<file path="config.mk">
export PLATFORM = sky130hd
export DESIGN_NAME = apb4_master_bridge_flat
export DESIGN_NICKNAME = d
export VERILOG_FILES = /design/src/rtl/apb4_master_bridge_if.sv /design/src/rtl/apb4_master_bridge.sv /design/src/flat_wrapper.sv
export SDC_FILE = /design/constraint.sdc
export NUM_CORES = 1
export LEC_CHECK = 0
export ABC_AREA = 1
export ABC_CLOCK_PERIOD_IN_PS = 5700
export CAP_MARGIN = 25
export CELL_PAD_IN_SITES_DETAIL_PLACEMENT = 1
export CELL_PAD_IN_SITES_GLOBAL_PLACEMENT = 1
export CORE_ASPECT_RATIO = 1.5
export CORE_MARGIN = 5
export CORE_UTILIZATION = 31
export CTS_CLUSTER_DIAMETER = 80
export DETAILED_ROUTE_END_ITERATION = 12
export MAX_ROUTING_LAYER = met4
export PLACE_DENSITY_LB_ADDON = 0.1
export SLEW_MARGIN = 20
export SYNTH_ARGS = -nofsm -noshare
export SYNTH_HDL_FRONTEND = slang
export SYNTH_SLANG_ARGS = --single-unit
</file>
<file path="constraint.sdc">
create_clock -name PCLK -period 5.7 [get_ports PCLK]
set_input_delay 1.425 -clock PCLK [delete_from_list [all_inputs] [get_ports PCLK]]
set_output_delay 1.425 -clock PCLK [all_outputs]
set_load 0.1 [all_outputs]
</file>
<file path="src/rtl/apb4_master_bridge_if.sv">
// apb4_master_bridge_if: bundles the command/response handshake and the
// APB4 bus signals of the APB4 requester bridge.
//   master modport: the bridge (drives the APB request and the response).
//   slave  modport: the environment (issues commands, plays the completer).
interface apb4_master_bridge_if #(
    parameter int ADDR_WIDTH = 32,
    parameter int DATA_WIDTH = 32
);
    // Command side
    logic                      cmd_valid;
    logic                      cmd_ready;
    logic                      cmd_write;
    logic [ADDR_WIDTH-1:0]     cmd_addr;
    logic [DATA_WIDTH-1:0]     cmd_wdata;
    logic [DATA_WIDTH/8-1:0]   cmd_strb;
    logic [2:0]                cmd_prot;
    // Response side
    logic                      rsp_valid;
    logic [DATA_WIDTH-1:0]     rsp_rdata;
    logic                      rsp_err;
    // APB4 bus
    logic                      PSEL;
    logic                      PENABLE;
    logic [ADDR_WIDTH-1:0]     PADDR;
    logic                      PWRITE;
    logic [DATA_WIDTH-1:0]     PWDATA;
    logic [DATA_WIDTH/8-1:0]   PSTRB;
    logic [2:0]                PPROT;
    logic                      PREADY;
    logic [DATA_WIDTH-1:0]     PRDATA;
    logic                      PSLVERR;

    modport master (
        input  cmd_valid, cmd_write, cmd_addr, cmd_wdata, cmd_strb, cmd_prot,
        output cmd_ready,
        output rsp_valid, rsp_rdata, rsp_err,
        output PSEL, PENABLE, PADDR, PWRITE, PWDATA, PSTRB, PPROT,
        input  PREADY, PRDATA, PSLVERR
    );

    modport slave (
        output cmd_valid, cmd_write, cmd_addr, cmd_wdata, cmd_strb, cmd_prot,
        input  cmd_ready,
        input  rsp_valid, rsp_rdata, rsp_err,
        input  PSEL, PENABLE, PADDR, PWRITE, PWDATA, PSTRB, PPROT,
        output PREADY, PRDATA, PSLVERR
    );
endinterface

</file>
<file path="src/rtl/apb4_master_bridge.sv">
// apb4_master_bridge: APB4 requester. Turns valid/ready commands into
// SETUP/ACCESS transfers and reports completion on a one-cycle rsp_valid.
// Optional feature: define APB4_MASTER_TIMEOUT_EN to abort an ACCESS phase
// after TIMEOUT_CYCLES wait states (reported as rsp_err=1, rsp_rdata=0).
module apb4_master_bridge #(
    parameter int ADDR_WIDTH     = 32,
    parameter int DATA_WIDTH     = 32,
    parameter int TIMEOUT_CYCLES = 16
) (
    input  logic                  PCLK,
    input  logic                  PRESET,
    apb4_master_bridge_if.master  bus
);
    localparam int STRB_W = DATA_WIDTH / 8;

    // Elaboration-time rejection of unsupported configurations.
    if (!(DATA_WIDTH == 8 || DATA_WIDTH == 16 || DATA_WIDTH == 32) || TIMEOUT_CYCLES < 1) begin : g_param_check
        $error("apb4_master_bridge: unsupported DATA_WIDTH or TIMEOUT_CYCLES");
    end

    typedef enum logic [1:0] {
        IDLE   = 2'd0,
        SETUP  = 2'd1,
        ACCESS = 2'd2
    } state_t;

    state_t                 state_r;
    state_t                 state_nxt_s;
    logic                   cmd_ready_s;
    logic                   psel_s;
    logic                   penable_s;
    logic                   accept_s;
    logic                   complete_s;
    logic                   timeout_s;

    logic [ADDR_WIDTH-1:0]  paddr_r;
    logic                   pwrite_r;
    logic [DATA_WIDTH-1:0]  pwdata_r;
    logic [STRB_W-1:0]      pstrb_r;
    logic [2:0]             pprot_r;
    logic                   rsp_valid_r;
    logic [DATA_WIDTH-1:0]  rsp_rdata_r;
    logic                   rsp_err_r;

    assign accept_s   = bus.cmd_valid && cmd_ready_s;
    assign complete_s = (state_r == ACCESS) && bus.PREADY;

`ifdef APB4_MASTER_TIMEOUT_EN
    // Counter only has to reach TIMEOUT_CYCLES-1; the abort fires on the
    // edge that would make it TIMEOUT_CYCLES.
    localparam int WAIT_W = (TIMEOUT_CYCLES > 1) ? $clog2(TIMEOUT_CYCLES) : 1;
    logic [WAIT_W-1:0] wait_cnt_r;

    // Wait-state counter: cleared outside ACCESS, counts stalled ACCESS cycles.
    always_ff @(posedge PCLK or posedge PRESET) begin
        if (PRESET) begin
            wait_cnt_r <= {WAIT_W{1'b0}};
        end else if ((state_r == ACCESS) && !bus.PREADY) begin
            wait_cnt_r <= wait_cnt_r + {{(WAIT_W-1){1'b0}}, 1'b1};
        end else begin
            wait_cnt_r <= {WAIT_W{1'b0}};
        end
    end

    // PREADY on the same edge wins because it is excluded here.
    assign timeout_s = (state_r == ACCESS) && !bus.PREADY &&
                       (wait_cnt_r == WAIT_W'(TIMEOUT_CYCLES - 1));
`else
    assign timeout_s = 1'b0;
`endif

    // State register.
    always_ff @(posedge PCLK or posedge PRESET) begin
        if (PRESET) begin
            state_r <= IDLE;
        end else begin
            state_r <= state_nxt_s;
        end
    end

    // Next-state logic: SETUP is always one cycle; ACCESS exits on PREADY or timeout.
    always_comb begin
        state_nxt_s = state_r;
        case (state_r)
            IDLE: begin
                if (accept_s) begin
                    state_nxt_s = SETUP;
                end else begin
                    state_nxt_s = IDLE;
                end
            end
            SETUP: begin
                state_nxt_s = ACCESS;
            end
            ACCESS: begin
                if (complete_s) begin
                    state_nxt_s = accept_s ? SETUP : IDLE;
                end else if (timeout_s) begin
                    state_nxt_s = IDLE;
                end else begin
                    state_nxt_s = ACCESS;
                end
            end
            default: begin
                state_nxt_s = IDLE;
            end
        endcase
    end

    // Output decode: PSEL/PENABLE follow the state register, cmd_ready is forced low in reset.
    always_comb begin
        psel_s      = 1'b0;
        penable_s   = 1'b0;
        cmd_ready_s = 1'b0;
        case (state_r)
            IDLE: begin
                psel_s      = 1'b0;
                penable_s   = 1'b0;
                cmd_ready_s = 1'b1;
            end
            SETUP: begin
                psel_s      = 1'b1;
                penable_s   = 1'b0;
                cmd_ready_s = 1'b0;
            end
            ACCESS: begin
                psel_s      = 1'b1;
                penable_s   = 1'b1;
                cmd_ready_s = bus.PREADY;
            end
            default: begin
                psel_s      = 1'b0;
                penable_s   = 1'b0;
                cmd_ready_s = 1'b0;
            end
        endcase
        if (PRESET) begin
            cmd_ready_s = 1'b0;
        end else begin
            cmd_ready_s = cmd_ready_s;
        end
    end

    // Request capture: APB address/control loaded on accept and held for the whole transfer.
    always_ff @(posedge PCLK or posedge PRESET) begin
        if (PRESET) begin
            paddr_r  <= {ADDR_WIDTH{1'b0}};
            pwrite_r <= 1'b0;
            pwdata_r <= {DATA_WIDTH{1'b0}};
            pstrb_r  <= {STRB_W{1'b0}};
            pprot_r  <= 3'b000;
        end else if (accept_s) begin
            paddr_r  <= bus.cmd_addr;
            pwrite_r <= bus.cmd_write;
            pprot_r  <= bus.cmd_prot;
            // Reads carry no strobes; PWDATA keeps the last written value.
            pwdata_r <= bus.cmd_write ? bus.cmd_wdata : pwdata_r;
            pstrb_r  <= bus.cmd_write ? bus.cmd_strb : {STRB_W{1'b0}};
        end else begin
            paddr_r  <= paddr_r;
            pwrite_r <= pwrite_r;
            pwdata_r <= pwdata_r;
            pstrb_r  <= pstrb_r;
            pprot_r  <= pprot_r;
        end
    end

    // Response register: one-cycle strobe after completion or timeout abort.
    always_ff @(posedge PCLK or posedge PRESET) begin
        if (PRESET) begin
            rsp_valid_r <= 1'b0;
            rsp_rdata_r <= {DATA_WIDTH{1'b0}};
            rsp_err_r   <= 1'b0;
        end else if (complete_s) begin
            rsp_valid_r <= 1'b1;
            rsp_rdata_r <= pwrite_r ? {DATA_WIDTH{1'b0}} : bus.PRDATA;
            rsp_err_r   <= bus.PSLVERR;
        end else if (timeout_s) begin
            rsp_valid_r <= 1'b1;
            rsp_rdata_r <= {DATA_WIDTH{1'b0}};
            rsp_err_r   <= 1'b1;
        end else begin
            rsp_valid_r <= 1'b0;
            rsp_rdata_r <= {DATA_WIDTH{1'b0}};
            rsp_err_r   <= 1'b0;
        end
    end

    assign bus.cmd_ready = cmd_ready_s;
    assign bus.PSEL      = psel_s;
    assign bus.PENABLE   = penable_s;
    assign bus.PADDR     = paddr_r;
    assign bus.PWRITE    = pwrite_r;
    assign bus.PWDATA    = pwdata_r;
    assign bus.PSTRB     = pstrb_r;
    assign bus.PPROT     = pprot_r;
    assign bus.rsp_valid = rsp_valid_r;
    assign bus.rsp_rdata = rsp_rdata_r;
    assign bus.rsp_err   = rsp_err_r;
endmodule

</file>
<file path="src/flat_wrapper.sv">
// flat-port wrapper written by rule: the top's interface ports become plain ports
module apb4_master_bridge_flat 
#(
    parameter int ADDR_WIDTH     = 32,
    parameter int DATA_WIDTH     = 32,
    parameter int TIMEOUT_CYCLES = 16
)
  (PCLK, PRESET, bus_cmd_valid, bus_cmd_write, bus_cmd_addr, bus_cmd_wdata, bus_cmd_strb, bus_cmd_prot, bus_cmd_ready, bus_rsp_valid, bus_rsp_rdata, bus_rsp_err, bus_PSEL, bus_PENABLE, bus_PADDR, bus_PWRITE, bus_PWDATA, bus_PSTRB, bus_PPROT, bus_PREADY, bus_PRDATA, bus_PSLVERR);
  apb4_master_bridge_if #(.ADDR_WIDTH(ADDR_WIDTH), .DATA_WIDTH(DATA_WIDTH)) bus_i ();
  input  logic PCLK;
  input  logic PRESET;
  input wire logic [$bits(bus_i.cmd_valid)-1:0] bus_cmd_valid;
  input wire logic [$bits(bus_i.cmd_write)-1:0] bus_cmd_write;
  input wire logic [$bits(bus_i.cmd_addr)-1:0] bus_cmd_addr;
  input wire logic [$bits(bus_i.cmd_wdata)-1:0] bus_cmd_wdata;
  input wire logic [$bits(bus_i.cmd_strb)-1:0] bus_cmd_strb;
  input wire logic [$bits(bus_i.cmd_prot)-1:0] bus_cmd_prot;
  output wire logic [$bits(bus_i.cmd_ready)-1:0] bus_cmd_ready;
  output wire logic [$bits(bus_i.rsp_valid)-1:0] bus_rsp_valid;
  output wire logic [$bits(bus_i.rsp_rdata)-1:0] bus_rsp_rdata;
  output wire logic [$bits(bus_i.rsp_err)-1:0] bus_rsp_err;
  output wire logic [$bits(bus_i.PSEL)-1:0] bus_PSEL;
  output wire logic [$bits(bus_i.PENABLE)-1:0] bus_PENABLE;
  output wire logic [$bits(bus_i.PADDR)-1:0] bus_PADDR;
  output wire logic [$bits(bus_i.PWRITE)-1:0] bus_PWRITE;
  output wire logic [$bits(bus_i.PWDATA)-1:0] bus_PWDATA;
  output wire logic [$bits(bus_i.PSTRB)-1:0] bus_PSTRB;
  output wire logic [$bits(bus_i.PPROT)-1:0] bus_PPROT;
  input wire logic [$bits(bus_i.PREADY)-1:0] bus_PREADY;
  input wire logic [$bits(bus_i.PRDATA)-1:0] bus_PRDATA;
  input wire logic [$bits(bus_i.PSLVERR)-1:0] bus_PSLVERR;
  assign bus_i.cmd_valid = bus_cmd_valid;
  assign bus_i.cmd_write = bus_cmd_write;
  assign bus_i.cmd_addr = bus_cmd_addr;
  assign bus_i.cmd_wdata = bus_cmd_wdata;
  assign bus_i.cmd_strb = bus_cmd_strb;
  assign bus_i.cmd_prot = bus_cmd_prot;
  assign bus_cmd_ready = bus_i.cmd_ready;
  assign bus_rsp_valid = bus_i.rsp_valid;
  assign bus_rsp_rdata = bus_i.rsp_rdata;
  assign bus_rsp_err = bus_i.rsp_err;
  assign bus_PSEL = bus_i.PSEL;
  assign bus_PENABLE = bus_i.PENABLE;
  assign bus_PADDR = bus_i.PADDR;
  assign bus_PWRITE = bus_i.PWRITE;
  assign bus_PWDATA = bus_i.PWDATA;
  assign bus_PSTRB = bus_i.PSTRB;
  assign bus_PPROT = bus_i.PPROT;
  assign bus_i.PREADY = bus_PREADY;
  assign bus_i.PRDATA = bus_PRDATA;
  assign bus_i.PSLVERR = bus_PSLVERR;
  apb4_master_bridge #(.ADDR_WIDTH(ADDR_WIDTH), .DATA_WIDTH(DATA_WIDTH), .TIMEOUT_CYCLES(TIMEOUT_CYCLES)) u_core (.PCLK(PCLK), .PRESET(PRESET), .bus(bus_i));
endmodule
</file>
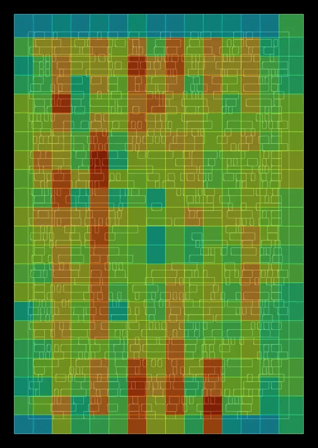
*Track usage over the die*
M2 GR Usage: 29.38%
met1 global-route usage: 20.93%
gr usage total: 18.06%
routed len/inst: 17.42 um

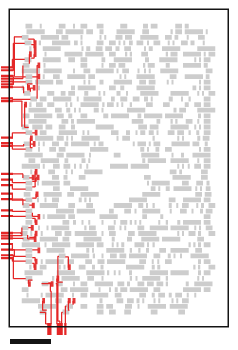
*Port wiring*
The bar under the picture is 20 um long.
colour	port	bits	direction	edge	end cells	buffers	wire
red	bus_PRDATA	32	input	26 left, 6 bottom	32	32	523 um

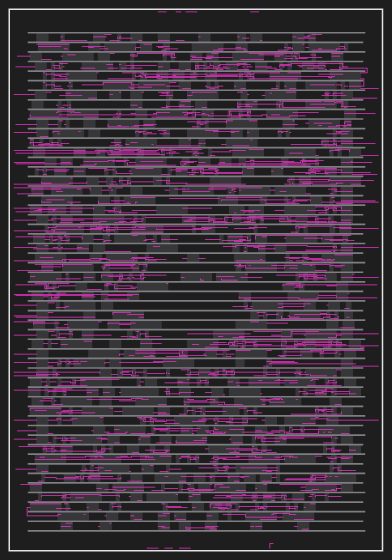
*The metal 1 layer*
Supply wires on this layer in grey.
nets with wire on the layer	651
share of all routed wire	39%
longest straight run	35.4 um
main direction	horizontal
wire length on this layer	5,540 um

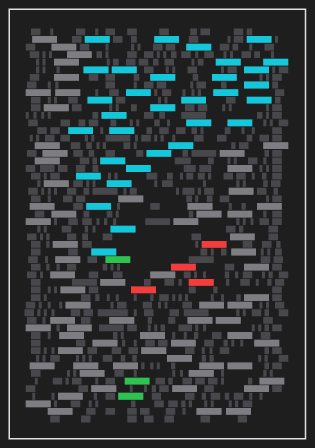
*Register map, names as in the netlist*
colour	signal	flops
red	u_core.bus.PSTRB	4
green	u_core.bus.PPROT	3
cyan	u_core.bus.PWDATA	32
not coloured	69

==> results.sh <==
# source this file to load flow results
export IMPL_finalSetupViolCount=0
export IMPL_yosys_warnings=0
export IMPL_ys_sh_xor_pct=0
export IMPL_dieWidth_um=105.6
export IMPL_comb_multi_input_count=295
export IMPL_most_common_cell="nand2_1"
export IMPL_cp_depth=4
export IMPL_grt_pass1_wl_mm=22.45
export IMPL_top_cells_by_count="nand2_1, dfrtp_1, nand3_1"
export IMPL_diodes=1
export IMPL_synthFlopType="dfrtp_1"
export IMPL_postSynthSeqShare_pct=63.64
export IMPL_timing_rr_end="u_core.bus.PADDR[9]"
export IMPL_cp_endpoint="bus_cmd_ready"
export IMPL_cp_start_kind="primary input"
export IMPL_holdPathEnd="u_core.bus.PADDR[6]"
export IMPL_finalHoldViolCount=0
export IMPL_syn_avg_cell_area_sq_um=9.608
export IMPL_cts_clk_slew_worst_paths_ns=0.07
export IMPL_syn_num_nets=554
export IMPL_maxCapViolations=0
export IMPL_critPathMaxStageDelay_ns=0.49
export IMPL_fin_crit_sh_pct=68.90
export IMPL_rsz0062_at_grt="no"
export IMPL_cts_tree="yes"
export IMPL_routed_top_layer="met4"
export IMPL_fin_cells=811
export IMPL_top_area_cell="dfrtp_1"
export IMPL_clock_area_share_pct=4.330
export IMPL_fin_nets=756
export IMPL_whs_path_depth=2
export IMPL_inverters=6
export IMPL_powerDensity_mw_per_mm2=506.4
export IMPL_gr_total_overflow=0
export IMPL_slew_violations=0
export IMPL_compound_area_share_pct=0.5009
export IMPL_htree_num_levels=3
export IMPL_synth_cell_types=18
export IMPL_fin_ws_ns=1.773
export IMPL_p_seq_share_pct=29.0
export IMPL_seq_cells=108
export IMPL_globalplace_congestion=0.7251
export IMPL_worst_pin_slew_ns=1.025
export IMPL_post_cts_resized=0
export IMPL_critPathCaptureType="output port"
export IMPL_worstPathBufferInverterCount=2
export IMPL_min_period_ns=3.927
export IMPL_clockPowerShare_pct=18.2
export IMPL_tapCellCount=162
export IMPL_mux_share_pct=0
export IMPL_min_path_type="reg -> reg"
export IMPL_dieArea_sq_mm=0.01619
export IMPL_synth_cells=442
export IMPL_nNonClkBuffers=224
export IMPL_r2r_setup_slack_ns=3.19
export IMPL_status="finished clean"
export IMPL_nFillCells=1507
export IMPL_ys_cells=442
export IMPL_largest_class="registers"
export IMPL_gr_usage_met3_pct=5.823
export IMPL_num_vias=3848
export IMPL_ys_area_sq_mm=0.004247
export IMPL_cts_buffers=9
through the flow:
step,hold WS [ns],power [mW],cell area (sq um),utilization (%)
5_1_grt,0.4967,3.557,6761,50.20
6_report,0.4716,3.424,6761,50.20
2_1_floorplan,0.4879,2.350,4247,-
4_1_cts,0.4773,3.466,6740,50.05
3_3_place_gp,0.4527,2.807,6447,47.87
3_5_place_dp,0.4594,2.828,6447,47.87
power by group through the flow:
| stage | Combinational, mW | Sequential, mW | Clock [mW] |
|---|---|---|---|
| global route | 1.87 | 1.01 | 0.675 |
| floorplan | 0.252 | 2.10 | 0 |
| global placement | 1.81 | 0.999 | 0 |
| CTS | 1.82 | 0.995 | 0.646 |
| finish | 1.81 | 0.993 | 0.624 |
| detailed placement | 1.82 | 1.01 | 0 |
Power figures rest on the tool's default switching activity, not on a simulated workload.
